sizes.png
Scale bar: 50 um.
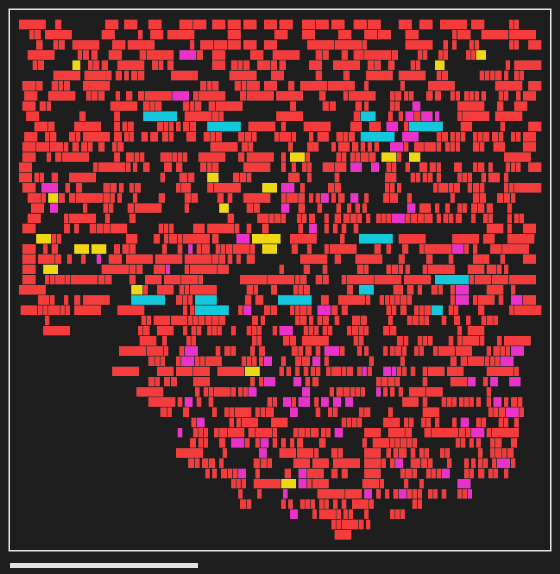
layer_met2.png
Scale bar: 50 um. Cells faint in the background.
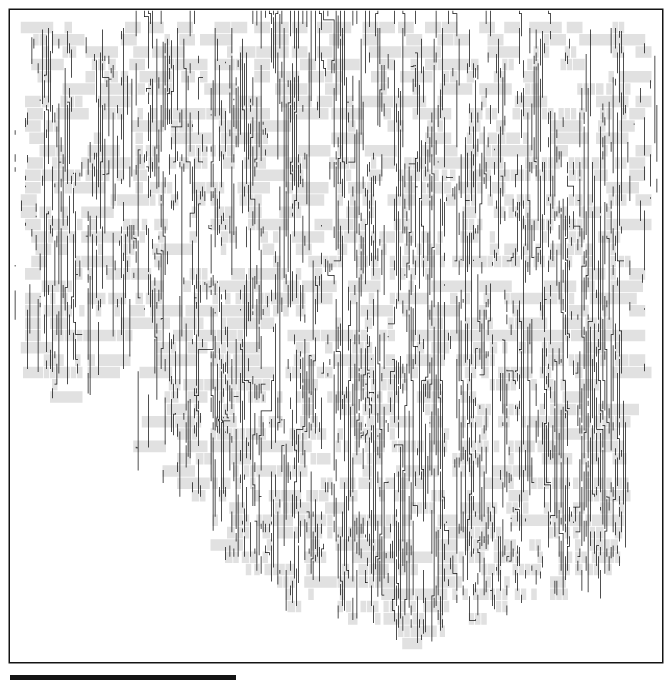
detail.png
Scale bar: 10 um. Window x 52 to 92, y 23 to 63 um. Cells in gray, sequential cells in the stronger gray; small squares are vias.
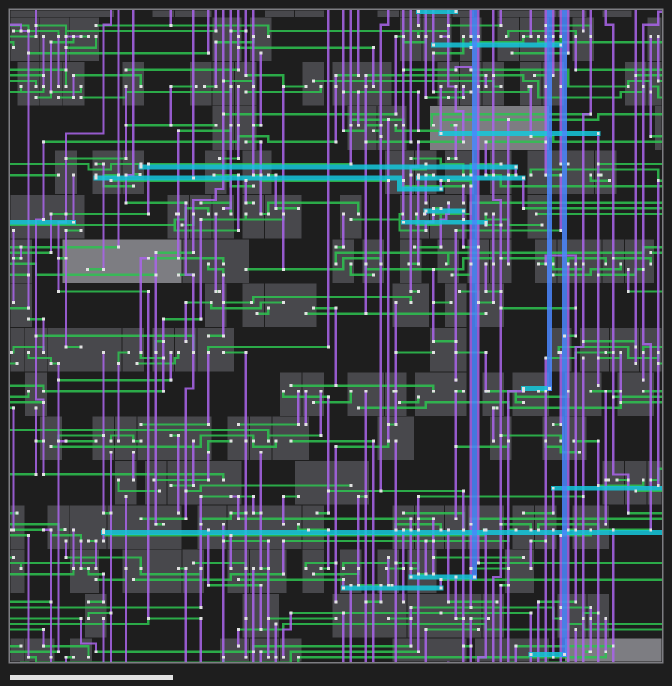
Design decimal_entry, sky130hd; sources not shown.
==> results.json <==
{
  "simple_gate_area_share_pct": 33.9,
  "ys_sh_xor_pct": 2.46,
  "place_area_sq_um": 8740,
  "path_buffers": 2,
  "worstSkewPairLatency_ps": 360,
  "ys_seq_share_pct": 26.6,
  "power_frac_comb_pct": 11.4,
  "drv_cap": 0,
  "cts_setup_buffers": 0,
  "cts-root-buf": "clkbuf_16",
  "crit_chain": "inv_1 -> nor2_1 -> o21ai_0 -> o211ai_1 -> fa_1 -> fa_1 -> inv_1 -> nand3_1 -> nand3_1 -> nand2_1 -> nand2_1 -> nand2_1 -> nand3_1 -> nand2_1 -> nand3_1 -> a21oi_1",
  "dr.first_iter.drc_count": 384,
  "setup.worst_path.start_class": "flop",
  "met3_usage_pct": 3.57,
  "grt_pass1_wl_um": 36200,
  "ys_chip_area_sq_um": 7830,
  "cts-hold-fix-buffers": 0,
  "vias_per_cell": 4.99,
  "clk_pin_slew_ps": 80,
  "powerDensity_nw_per_um2": 172,
  "tool_warnings": 27,
  "min_period_ps": 3560,
  "drt_pass1_iterations": 5,
  "synthFlopType": "dfxtp_1",
  "min_path_type": "reg -> reg",
  "logic_area_sq_um": 4900,
  "setup_violations": 0,
  "maxSlewHeadroom_pct": 26.7,
  "grt_overflow": 0,
  "postRouteAntennaNets": 0,
  "mux_share_pct": 0,
  "peakVddDrop_mv": 0.163,
  "outcome": "complete, no violations",
  "netlist_instances": 1218,
  "ff2ff_setup_slack_ps": 2340,
  "max_freq_ghz": 0.281,
  "numCtsBuffers": 9,
  "synth_area_sq_um": 7830,
  "gp_congestion": 0.851,
  "cts_tree": "done",
  "dr_wl_met3_um": 774,
  "routedWlPerCell_um": 14.9,
  "worstPathRequired_ps": 5970,
  "clock_sinks": 104,
  "end_kind": "flop",
  "die_h_um": 144,
  "synth-adder-area-share_pct": 10.4,
  "top_layer": "met4",
  "worstPathMaxFanout": 20,
  "power_frac_seq_pct": 49.1,
  "cts_resized": 0,
  "ff_latch_area_sq_um": 2080,
  "dieWidth_um": 144,
  "use_met1_pct": 28.5,
  "avgSynthCellArea_sq_um": 6.43,
  "critPathSlowestCell": "dfxtp_1",
  "ys_cells": 1218,
  "grt_max_degree": 52,
  "grt_pass1_vias": 6997,
  "arrival_ps": 3630,
  "cp_top_family": "adder cells",
  "drcViolationCount": 0,
  "criticalPathCategory": "reg -> reg",
  "fin_nets": 1344,
  "dieArea_sq_um": 20700
}
About sizes.png:
| size | color | cells | share |
|---|---|---|---|
| _0 and _1 cells | red | 1165 | 91% |
| _3 and _4 cells | yellow | 19 | 1.5% |
| _6 and larger | cyan | 13 | 1.0% |
| _2 cells | magenta | 78 | 6.1% |
fin area: 9040 sq um
Non-clock buffers: 80
Syn-to-layout area delta: 15.4%

About layer_met2.png:
main direction: vertical
share of all routed wire: 49%
via count: 7681
grt met2 use: 38.9%

About detail.png:
| layer | color |
|---|---|
| metal 3 | cyan |
| metal 4 | blue |
| metal 1 | green |
| metal 2 | purple |
cells with their middle in the window: 151
most frequent: nand2_1 (57), inv_1 (24)
sequential cells in the window: 3

metrics by stage:
stage / cells / utilization (%) / setup slack (ps) / total power, mW / hold WS, ps
floorplan: 1218 / - / 2940 / 0.869 / 305
global placement: 1524 / 45.2 / 2480 / 0.957 / 319
detailed placement: 1524 / 45.2 / 2390 / 0.957 / 325
CTS: 1540 / 46.8 / 2360 / 1.57 / 339
global route: 1540 / 46.8 / 1850 / 1.61 / 347
finish: 1540 / 46.8 / 2340 / 1.55 / 336
power groups by stage:
stage | registers, mW | clock network [mW] | logic [mW]
global placement | 0.780 | 0 | 0.178
floorplan | 0.767 | 0 | 0.102
finish | 0.763 | 0.614 | 0.177
CTS | 0.763 | 0.625 | 0.179
detailed placement | 0.779 | 0 | 0.178
global route | 0.767 | 0.647 | 0.199
Yosys cell counts (all sizes together) (13+ instances only):
cell	n
clkbuf	13
nand3	70
nor2	172
dfxtp	104
nand4	15
nand2	316
o21ai	90
inv	168
ha	62
a21oi	118
xor2	18
buf	26
worst register-to-register path, stage by stage (launching register included):
cell      delay [ps]
dfxtp_1          560
inv_1            350
nor2_1           160
o21ai_0          100
o211ai_1         240
fa_1             510
fa_1             430
inv_1            140
nand3_1           90
nand3_1          160
nand2_1           90
nand2_1          110
nand2_1           80
nand3_1           80
nand2_1           50
nand3_1           70
a21oi_1           60
placed cells by master (no fill, tap or decap), types with 32 or more instances in the layout:
cell	count
a21oi_1	112
nand2_1	295
ha_1	62
dfxtp_1	104
o21ai_0	56
o21ai_1	32
nor2_1	148
clkdlybuf4s50_1	76
inv_1	157
nand3_1	56
layout make-up:
class,instances,area share (%)
multi-input cells,906,54.2
flip-flops and latches,104,23.0
repair buffers,80,8.74
inverters,169,7.04
well taps,265,3.67
clock buffers,9,2.49
clock inverters,7,0.816
No activity file was given, so power comes from the tool's default toggle rates.
